==> config.mk <==
export PLATFORM = sky130hd
export DESIGN_NAME = pattern_tx
export DESIGN_NICKNAME = d
export VERILOG_FILES = /design/src/rtl/pattern_tx.sv
export SDC_FILE = /design/constraint.sdc
export NUM_CORES = 1
export LEC_CHECK = 0
export CORE_AREA = 4 4 67 69
export DETAILED_ROUTE_END_ITERATION = 8
export DIE_AREA = 0 0 71 73
export PLACE_DENSITY = 0.77
export SLEW_MARGIN = 20
export SYNTH_ARGS = -nofsm -noshare
export SYNTH_HDL_FRONTEND = slang
export SYNTH_SLANG_ARGS = --single-unit
export TNS_END_PERCENT = 50
==> constraint.sdc <==
create_clock -name clk -period 1.75 [get_ports clk]
set_input_delay 0.35 -clock clk [delete_from_list [all_inputs] [get_ports clk]]
set_output_delay 0.35 -clock clk [all_outputs]
set_load 0.02 [all_outputs]
### Met1 routing, run 1

Scale: 4 px per um. Supply wires on this layer in gray.
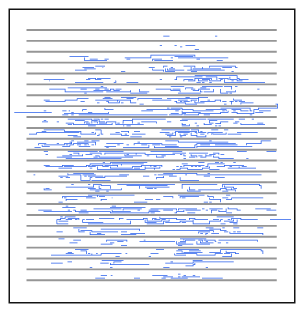
share of all routed wire: 42%
longest straight run: 22.1 um
main direction: horizontal
number of vias after detailed routing: 1783
Global Route met1 Usage: 0.207

### M2 wires, run 1

Scale: 4 px per um. Cells faint in the background.
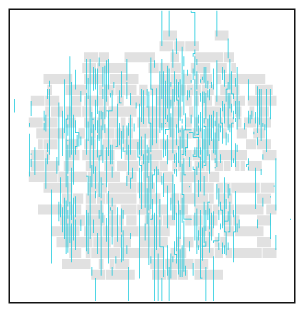
nets with wire on the layer: 256
main direction: vertical
share of all routed wire: 50%
final wirelength: 4.62 mm
met2 track demand over resource in global routing: 0.310

### Met3 routing, run 1

Scale: 4 px per um.
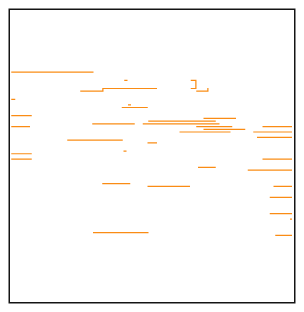
share of all routed wire: 5.9%
wire length on this layer: 271 um
longest straight run: 20.2 um
main direction: horizontal
nets with wire on the layer: 27
met3 demand-to-capacity share in global routing: 0.0510

### Ports around the boundary, run 1

Scale: 4 px per um. Pins as bars across the die edge, other pins in gray.
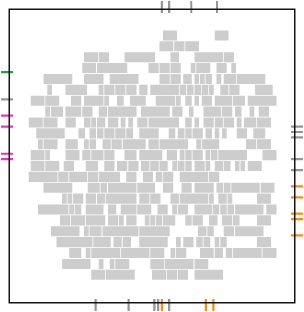
[`gap_len`] magenta | pins: 4 | direction: input | edge: west
[`clk`] green | pins: 1 | direction: input | edge: west
[`sent_count`] orange | pins: 8 | direction: output | edge: 5 east, 3 south
all pins by edge: 10 east, 8 south, 6 west, 4 north
die height: 73 um
count of port buffers added during placement: 27
horizontal die size: 71 um

==> reports/qor.yml, run 1 <==
ys_async_sr_fraction: 0
globalRoute.totalOverflow: 0
final_core_utilization: 0.649
area_growth_pct: 46.6
violations: "negative setup slack"
place_congestion: 0.844
leakage_nw: 1.07
crit_path_max_fanout: 4
max_slew.worst_pin.slew_ps: 451
clock_skew_ps: 8.79
ys_top_logic_family: "simple AND/OR/NAND/NOR gates"
synth_compound_gate_area_share: 0.212
placed_cell_area_mm2: 0.00235
syn_area_mm2: 0.00173
max_slew_margin: 0.695
fin_ws_ps: -11.1
postSynthNetCount: 232
synth.cells.most_frequent: "dfxtp_1 (32), nor2_1 (25), a21oi_1 (18)"
fin_area_mm2: 0.00254
fin_total_pwr_mw: 1.92
drtAntennaViolNets: 0
ys_chip_area_mm2: 0.00173
clkSinkCount: 32
layout_top_cell: "buf_4"
post-place-ws_ps: -506
reg2reg_slack_ps: -10
io_pins: 28
setup.worst_path.class: "reg2reg"
setup.worst_path.end_class: "flip-flop"
insertedDiodeCount: 0
coreArea_mm2: 0.00391
final-setup-viol-count: 1
yosysMostFrequentCell: "dfxtp_1"
critical_path_buf_inv_count: 1
grt_util_all_layers: 0.178
htreeDepth: 2
rows: 23
ys_seq_frac: 0.370
cts-hold-fix-buffers: 0
grt_start_max_net_pins: 14
cts.reportedPaths.clkPinSlew_ps: 60
cellPowerDensity_mw_per_mm2: 754
final.setup.tns_ps: -11.1
layout.cells.most_common_list: "buf_4 (45), dfxtp_1 (27), nor2_1 (25), clkdlybuf4s50_1 (25), a21oi_1 (18)"
instances_no_fill: 328
yosys.area_share.simple: 0.264
cp_data_required_time_ps: 1930
holdWs_ps: 480
nets_finish: 302
antenna_found_initial: 0
yosysTopAreaCell: "dfxtp_1"
start_kind: "flip-flop"
hpwlAfterDp_mm: 3.30
drt-pass1-iter-count: 4
layout-drive-gt1-share: 0.281
worst-path-stages: 6
top_area_frac: 0.370
drcViolationCount: 0
timing.final.max_slew_violations: 0
design.die.area_mm2: 0.00518
worstHoldPathCells: 2
seq_area_um2: 647
drv.max_cap_violation_count: 0
synthFlopType: "dfxtp_1"
yosys_warnings: 0
initialDrtViolationCount: 160
cp_cell_sequence: "o41ai_1, a31oi_1, o21ai_1, inv_1, ha_4, and2_4"
enable_flop_cells: 0
arrival_ps: 1940
pre_placement_core_utilization: 0.443
grt_pass1_vias: 1780
clockRootBuffer: "clkbuf_8"
ir_worst_vdd_mv: 0.449
rsz0062_at_grt: "yes"
synth_cell_type_count: 41
placed_cells_incl_taps: 317
topCellsByArea: "dfxtp_1 (37%), ha_1 (5.8%), nor2_1 (5.4%), a21oi_1 (5.2%), mux2i_1 (4.0%)"
cts-root-to-sink-buffers: 2
final.fill_count: 343
synth-cells-yosys: 208
outcome: "finished with violations"
crit_slowest_cell: "o41ai_1"
synth_flops: 32
max_freq_ghz: 0.568
tritoncts: "built"
vias_per_cell: 5.44
cp_top_family: "AND-OR/OR-AND gates"
layout.area.comb_mm2: 0.00110
ff2ff_path_depth: 6
synth-xor-area-share: 0.00505
number_of_buffers_created_by_cts: 5
slowest_delay_ps: 510
ys_sh_mux: 0.0404
synthesized_area_fraction_occupied_by_adder_cells: 0.0578
first_pass_grt_wire_length_mm: 7.45
synthesis.instances: 208
openroad.warnings: 30
wire_per_inst_um: 14.1
avgSynthCellArea_um2: 8.33
final_min_period_over_clock_period: 1.01
timing_hold_violations_final: 0
worst_hold_check_path_type: "reg2reg"
final_period_minus_worst_setup_slack_ps: 1760
clk_latency_ps: 290
run 1: power breakdown:
group	switching [mW]	total [mW]	internal, mW
sequential	0.0432	0.824	0.781
combinational	0.267	0.554	0.286
clock	0.269	0.539	0.270
run 1: metal layers:
metal | GRT usage | wire, um
met5 | 0 | 0
met4 | 0.0689 | 80
met3 | 0.0510 | 271
met2 | 0.310 | 2320
met1 | 0.207 | 1950
run 1: what timing repair did:
item | CTS | global route
setup buffers | 2 | 2
pin swaps | 4 | 7
resized | 9 | 17
setup endpoints to repair | 10 | 5
run 1: final cells by class:
cell class / instances / share of cell area
sequential: 32 / 0.255
inverter: 9 / 0.0133
tap: 50 / 0.0246
multi-input combinational: 157 / 0.434
timing repair buffer: 73 / 0.243
clock inverter: 1 / 0.00197
clock buffer: 6 / 0.0286
### Placement view, run 1

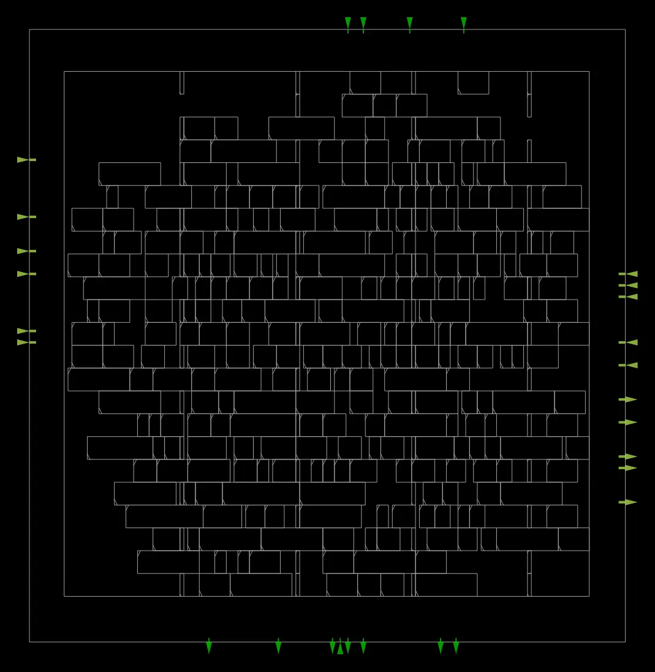

## Run 2: what changed since run 1
PLACE_DENSITY = 0.68   (was 0.77)
clock period = 2.3 ns   (was 1.75 ns; I/O delays follow)
### Placement view, run 2

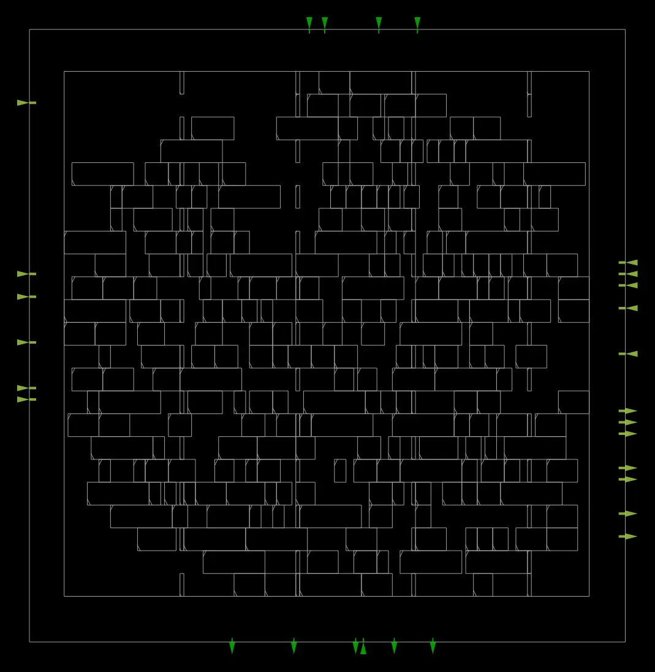
sequential share of cell area: 0.290
final std cells w/o fill: 298
post-route core utilization: 0.564
final sequential cell count: 32
core area: 0.00391 mm2

==> run 2 against run 1 <==
Against the previous run:
- the flow now finishes without violations
- total power is 30% lower
- first-iteration DRC count fell by 31%
- global-route usage decreased by 1.4 points
- largest cell class unchanged
- combinational power decreased by 44%
==> reports/qor.yml, run 2 <==
area_growth_pct: 27.4  # was 46.6%
ys_top_logic_family: "simple AND/OR/NAND/NOR gates"  # unchanged
clkSinkCount: 32  # unchanged
yosysMostFrequentCell: "dfxtp_1"  # unchanged
max_slew.worst_pin.slew_ps: 426  # was 451 ps
worst_hold_check_path_type: "reg2reg"  # unchanged
ir_worst_vdd_mv: 0.397  # was 0.449 mV
enable_flop_cells: 0  # unchanged
dieWidth_um: 71  # unchanged
outcome: "completed"  # was finished with violations
critical_path_buf_inv_count: 2  # was 1
rows: 23  # unchanged
rsz0062_at_grt: "no"  # was yes
placed_cell_area_mm2: 0.00213  # was 0.00235 mm2
layout-drive-gt1-share: 0.0968  # was 0.281
synthFlopType: "dfxtp_1"  # unchanged
final_min_period_over_clock_period: 0.883
cp_cell_sequence: "clkdlybuf4s50_1, or4bb_1, o21ai_1, inv_1, ha_1, and2_1"  # was o41ai_1, a31oi_1, o21ai_1, inv_1, ha_4, and2_4
hpwlAfterDp_mm: 3.02  # was 3.30 mm
drcViolationCount: 0  # unchanged
antenna_found_initial: 0  # unchanged
worst-path-stages: 6  # unchanged
slowest_delay_ps: 560  # was 510 ps
drv.max_cap_violation_count: 0  # unchanged
htreeDepth: 2  # unchanged
ys_seq_frac: 0.370  # unchanged
max_freq_ghz: 0.492
io_pins: 28  # unchanged
holdWs_ps: 475  # was 480 ps
worstHoldPathCells: 2  # unchanged
die_h_um: 73  # unchanged
ys_chip_area_mm2: 0.00173  # unchanged
crit_slowest_cell: "or4bb_1"  # was o41ai_1
ys_sh_mux: 0.0404  # unchanged
met2RoutedLength_mm: 1.77  # was 2.32 mm
crit_path_max_fanout: 7  # was 4
initialDrtViolationCount: 111  # was 160
cp_top_family: "simple AND/OR/NAND/NOR gates"  # was AND-OR/OR-AND gates
setup.worst_path.class: "in2reg"  # was reg2reg
post_cts_resized: 0  # was 9
final_period_minus_worst_setup_slack_ps: 2030
avgSynthCellArea_um2: 8.33  # unchanged
cts-root-to-sink-buffers: 2  # unchanged
synthesis.instances: 208  # unchanged
ff2ff_path_depth: 7  # was 6
wire_per_inst_um: 13.3  # was 14.1 um
setup.worst_path.end_class: "flip-flop"  # unchanged
ys_async_sr_fraction: 0  # unchanged
drtAntennaViolNets: 0  # unchanged
clockRootBuffer: "clkbuf_8"  # unchanged
cts.reportedPaths.clkPinSlew_ps: 60  # about the same
reg2reg_slack_ps: 310  # was -10 ps
place_congestion: 0.810  # was 0.844
fin_area_mm2: 0.00221  # was 0.00254 mm2
max_slew_margin: 0.714  # was 0.695
synthesized_area_fraction_occupied_by_adder_cells: 0.0578  # unchanged
port_buffers: 27  # unchanged
synth-cells-yosys: 208  # unchanged
openroad.warnings: 29  # was 30
leakage_nw: 0.904  # was 1.07 nW
synth.cells.most_frequent: "dfxtp_1 (32), nor2_1 (25), a21oi_1 (18)"  # unchanged
insertedDiodeCount: 0  # unchanged
drt-pass1-iter-count: 4  # unchanged
grt_util_all_layers: 0.164  # was 0.178
vias_per_cell: 5.48  # was 5.44
grt_pass1_vias: 1518  # was 1780
syn_area_mm2: 0.00173  # unchanged
globalRoute.totalOverflow: 0  # unchanged
groute.layer.met1.usage: 0.214  # was 0.207
layout.cells.most_common_list: "dfxtp_1 (32), clkdlybuf4s50_1 (27), nor2_1 (25)"  # was buf_4 (45), dfxtp_1 (27), nor2_1 (25), clkdlybuf4s50_1 (25), a21oi_1 (18)
clock_skew_ps: 13.2  # was 8.79 ps
first_pass_grt_wire_length_mm: 6.76  # was 7.45 mm
arrival_ps: 2210  # was 1940 ps
layout_top_cell: "dfxtp_1"  # was buf_4
timing_hold_violations_final: 0  # unchanged
final.setup.tns_ps: 0  # was -11.1 ps
timing.final.max_slew_violations: 0  # unchanged
synth-xor-area-share: 0.00505  # unchanged
top_area_frac: 0.370  # unchanged
detailroute.wirelength.met3_um: 172  # was 271 um
postSynthNetCount: 232  # unchanged
groute.layer.met2.usage: 0.257  # was 0.310
design.die.area_mm2: 0.00518  # unchanged
clk_latency_ps: 290  # about the same
### Met3 routing, run 2

Scale: 4 px per um.
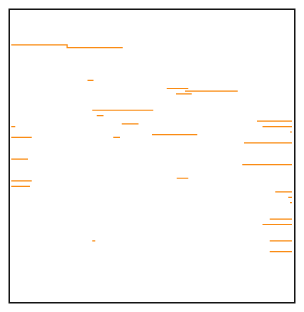
main direction: horizontal
share of all routed wire: 4.4%
longest straight run: 14.9 um
met3 demand-to-capacity share in global routing: 0.0413
final wirelength: 3.95 mm
number of vias after detailed routing: 1632

==> run 2: area by class of cell <==
cell class                 count  area, um2  share of cell area
clock inverter                 1       5.00             0.00227
inverter                       9       33.8              0.0153
sequential                    32        641               0.290
timing repair buffer          43        390               0.177
clock buffer                   6       72.6              0.0329
tap                           50       62.6              0.0283
multi-input combinational    157       1000               0.454
==> run 2: metrics by stage <==
step,setup slack [ps],cells
after floorplan,425,208
after global placement,14.5,291
after detailed placement,-33.1,291
after CTS,272,298
after global routing,167,298
final,269,298
==> run 2: report_power, final <==
| part | switching, mW | leakage [nW] | internal, mW |
|---|---|---|---|
| logic | 0.161 | 0.600 | 0.152 |
| clock network | 0.198 | 0.0410 | 0.205 |
| registers | 0.0361 | 0.262 | 0.593 |
| total | 0.395 | 0.904 | 0.950 |
No activity file was given, so power comes from the tool's default toggle rates.
